<file path="src/rtl/mem_port_arbiter_pkg.sv">
// Shared types and defaults for the memory port arbiter.
package mem_port_arbiter_pkg;

  typedef enum logic {
    ARB_IDLE,
    ARB_LOCKED
  } arb_state_t;

  localparam int ARB_NREQ_DEFAULT = 4;

endpackage

</file>
<file path="src/rtl/mem_port_arbiter_rr_port_arb.sv">
// Round-robin grant engine with burst lock; one instance per memory port.
module rr_port_arb
  import mem_port_arbiter_pkg::*;
#(
  parameter int NREQ = ARB_NREQ_DEFAULT,
  parameter int LREQ = $clog2(NREQ)
) (
  input  logic            clk,
  input  logic            rst,
  input  logic [NREQ-1:0] req,
  input  logic [NREQ-1:0] last,
  output logic [NREQ-1:0] gnt,
  output logic [LREQ-1:0] idx
);

  arb_state_t      r_state;
  logic [LREQ-1:0] r_ptr;
  logic [LREQ-1:0] r_owner;

  logic            w_found;
  logic [LREQ-1:0] w_idx;
  logic [LREQ-1:0] w_cand;
  logic [LREQ-1:0] w_next;

  always_comb begin
    w_found = 1'b0;
    w_idx   = '0;
    w_cand  = '0;
    gnt     = '0;
    if (rst) begin
      if (r_state == ARB_LOCKED) begin
        if (req[r_owner]) begin
          w_found = 1'b1;
          w_idx   = r_owner;
        end
      end else begin
        // Explicit modulo keeps the scan correct for non-power-of-two NREQ.
        for (int unsigned k = 0; k < NREQ; k++) begin
          w_cand = LREQ'((32'(r_ptr) + k) % NREQ);
          if (!w_found && req[w_cand]) begin
            w_found = 1'b1;
            w_idx   = w_cand;
          end
        end
      end
    end
    if (w_found) gnt[w_idx] = 1'b1;
  end

  assign idx    = w_idx;
  assign w_next = (w_idx == LREQ'(NREQ - 1)) ? '0 : w_idx + 1'b1;

  always_ff @(posedge clk) begin
    if (!rst) begin
      r_state <= ARB_IDLE;
      r_ptr   <= '0;
      r_owner <= '0;
    end else if (w_found) begin
      if (last[w_idx]) begin
        r_state <= ARB_IDLE;
        r_ptr   <= w_next;
      end else begin
        r_state <= ARB_LOCKED;
        r_owner <= w_idx;
      end
    end
  end

endmodule

</file>
<file path="src/rtl/mem_port_arbiter.sv">
// Shares one write port and one read port of a memory among NREQ requesters.
module mem_port_arbiter
  import mem_port_arbiter_pkg::*;
#(
  parameter int NREQ  = ARB_NREQ_DEFAULT,
  parameter int WIDTH = 16,
  parameter int SIZE  = 64,
  parameter int LSIZE = $clog2(SIZE),
  parameter int LREQ  = $clog2(NREQ)
) (
  input  logic                        clk,
  input  logic                        rst,
  input  logic [NREQ-1:0]             wr_req,
  input  logic [NREQ-1:0]             wr_last,
  input  logic [NREQ-1:0][LSIZE-1:0]  wr_addr,
  input  logic [NREQ-1:0][WIDTH-1:0]  wr_data,
  output logic [NREQ-1:0]             wr_gnt,
  input  logic [NREQ-1:0]             rd_req,
  input  logic [NREQ-1:0]             rd_last,
  input  logic [NREQ-1:0][LSIZE-1:0]  rd_addr,
  output logic [NREQ-1:0]             rd_gnt,
  output logic [NREQ-1:0]             rd_valid,
  output logic [WIDTH-1:0]            rd_data,
  output logic                        mem_wr_en,
  output logic [LSIZE-1:0]            mem_wr_addr,
  output logic [WIDTH-1:0]            mem_data_in,
  output logic [LSIZE-1:0]            mem_rd_addr,
  input  logic [WIDTH-1:0]            mem_data_out
);

  logic [LREQ-1:0] w_wr_idx;
  logic [LREQ-1:0] w_rd_idx;
  logic            w_wr_any;
  logic            w_rd_any;

  rr_port_arb #(.NREQ(NREQ), .LREQ(LREQ)) u_wr_arb (
    .clk  (clk),
    .rst  (rst),
    .req  (wr_req),
    .last (wr_last),
    .gnt  (wr_gnt),
    .idx  (w_wr_idx)
  );

  rr_port_arb #(.NREQ(NREQ), .LREQ(LREQ)) u_rd_arb (
    .clk  (clk),
    .rst  (rst),
    .req  (rd_req),
    .last (rd_last),
    .gnt  (rd_gnt),
    .idx  (w_rd_idx)
  );

  assign w_wr_any    = |wr_gnt;
  assign w_rd_any    = |rd_gnt;
  assign mem_wr_en   = w_wr_any;
  assign mem_wr_addr = w_wr_any ? wr_addr[w_wr_idx] : '0;
  assign mem_data_in = w_wr_any ? wr_data[w_wr_idx] : '0;
  assign mem_rd_addr = w_rd_any ? rd_addr[w_rd_idx] : '0;

  always_ff @(posedge clk) begin
    if (!rst) begin
      rd_valid <= '0;
      rd_data  <= '0;
    end else begin
      rd_valid <= rd_gnt;
      if (w_rd_any) rd_data <= mem_data_out;
    end
  end

endmodule

</file>
<file path="config.mk">
export PLATFORM = sky130hd
export DESIGN_NAME = mem_port_arbiter
export DESIGN_NICKNAME = d
export VERILOG_FILES = /design/src/rtl/mem_port_arbiter_pkg.sv /design/src/rtl/mem_port_arbiter_rr_port_arb.sv /design/src/rtl/mem_port_arbiter.sv
export SDC_FILE = /design/constraint.sdc
export NUM_CORES = 1
export LEC_CHECK = 0
export CAP_MARGIN = 30
export CORE_MARGIN = 5
export CORE_UTILIZATION = 38
export DETAILED_ROUTE_END_ITERATION = 12
export PLACE_DENSITY = 0.95
export SETUP_SLACK_MARGIN = 0.4
export SLEW_MARGIN = 30
export SYNTH_ARGS = -nofsm -noshare
export SYNTH_HDL_FRONTEND = slang
export SYNTH_SLANG_ARGS = --single-unit
</file>
<file path="constraint.sdc">
create_clock -name clk -period 12.73 [get_ports clk]
set_input_delay 3.819 -clock clk [delete_from_list [all_inputs] [get_ports clk]]
set_output_delay 3.819 -clock clk [all_outputs]
set_load 0.05 [all_outputs]
</file>
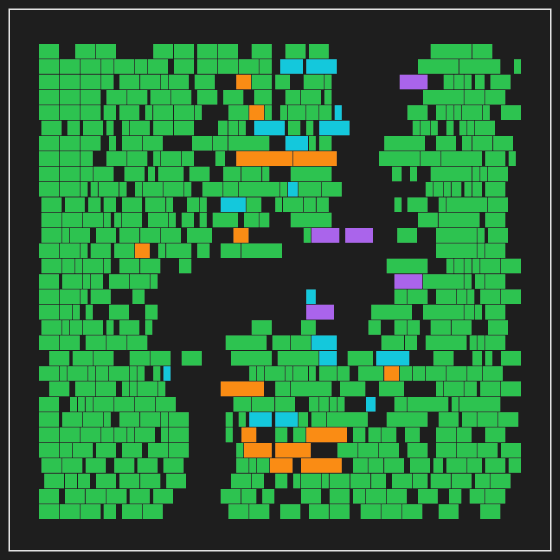
(run_1/sizes.png)
cyan -> _2 cells  # cells 16, share 2.9%
green -> _0 and _1 cells  # cells 513, share 94%
purple -> _6 and larger  # cells 5, share 0.91%
orange -> _3 and _4 cells  # cells 14, share 2.6%

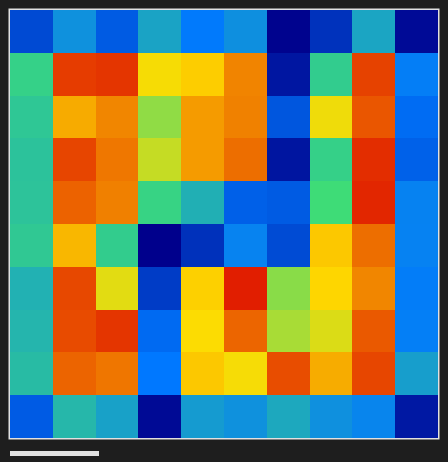
(run_1/cell_density.png)
Scale bar: 20 um. 10 x 10 tiles, from dark blue (low) to red (high), 0 to 100% covered.
mean over tiles = 53%
nearly empty tiles = 3.0%
fullest tile = 97%

==> results_slide.txt <==
Run Summary

Min path
  • Worst hold path class: reg2reg
  • End of the worst hold path: rd_data[6]

Layout
  • Bufs w/o clock: roughly 210
  • Flop count: 30
  • Largest register FFs: 16
  • Comb_multi_in: 294

Run status
  • Status: finished clean

Setup path
  • CP Max Fanout: 29
  • Reg2reg path depth: 8
  • Critical Path RT: 8.91 ns
  • Peak per-stage delay on the critical path: around 0.71 ns
  • Reg2reg end: rd_data[4]
  • CP arrival: between 7 and 8 ns
  • Worst Setup SP: wr_req[3]

Routing
  • Via-to-Cell Ratio: 5.184
  • Max Used Layer: met4
  • Vias: 3354
  • M1 wire length: about 3800 um

Logic synthesis
  • Cell Area, Synth: 0.002791 mm^2
  • Yosys simple share: 28.37%
  • Mapped Cells: 354
  • Cell variety after synth: slightly above 50
  • Xor/xnor share: 0%
  • Post-Synth AOI/OAI Area: between 10% and 20%
  • Synth Warn #: 0

GRT
  • Routing usage on met2: 40.59%
  • Initial antenna violation count: 0

Timing
  • Worst slew pin tran: 0.8007 ns
  • Final setup viols: 0
  • Hold slack: 0.4521 ns

Place
  • Gp weighted congestion: 0.9768

Clock network
  • Post-CTS Repair Setup Buffers: 0
  • # hold bufs at CTS: 0
  • Worst-path clk slew: 0.06 ns

Power
  • Leakage: 2.237 nW

Die
  • Core Region: 0.007214 mm^2
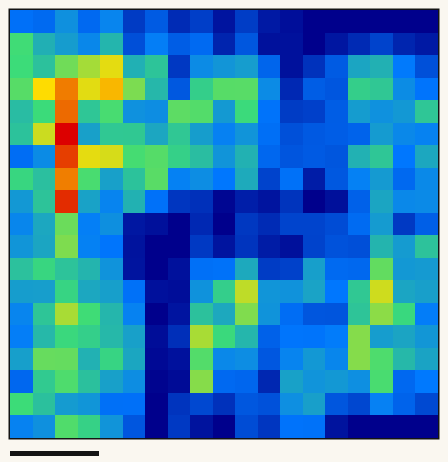
(run_1/metal_density.png)
Scale bar: 20 um. 19 x 19 tiles, from dark blue (low) to red (high), scaled to the fullest tile. Values are wire area over tile area, all layers added.
mean over tiles = 0.20
fullest tile = 0.66
tiles over half the peak = 13%

Power figures rest on the tool's default switching activity, not on a simulated workload.
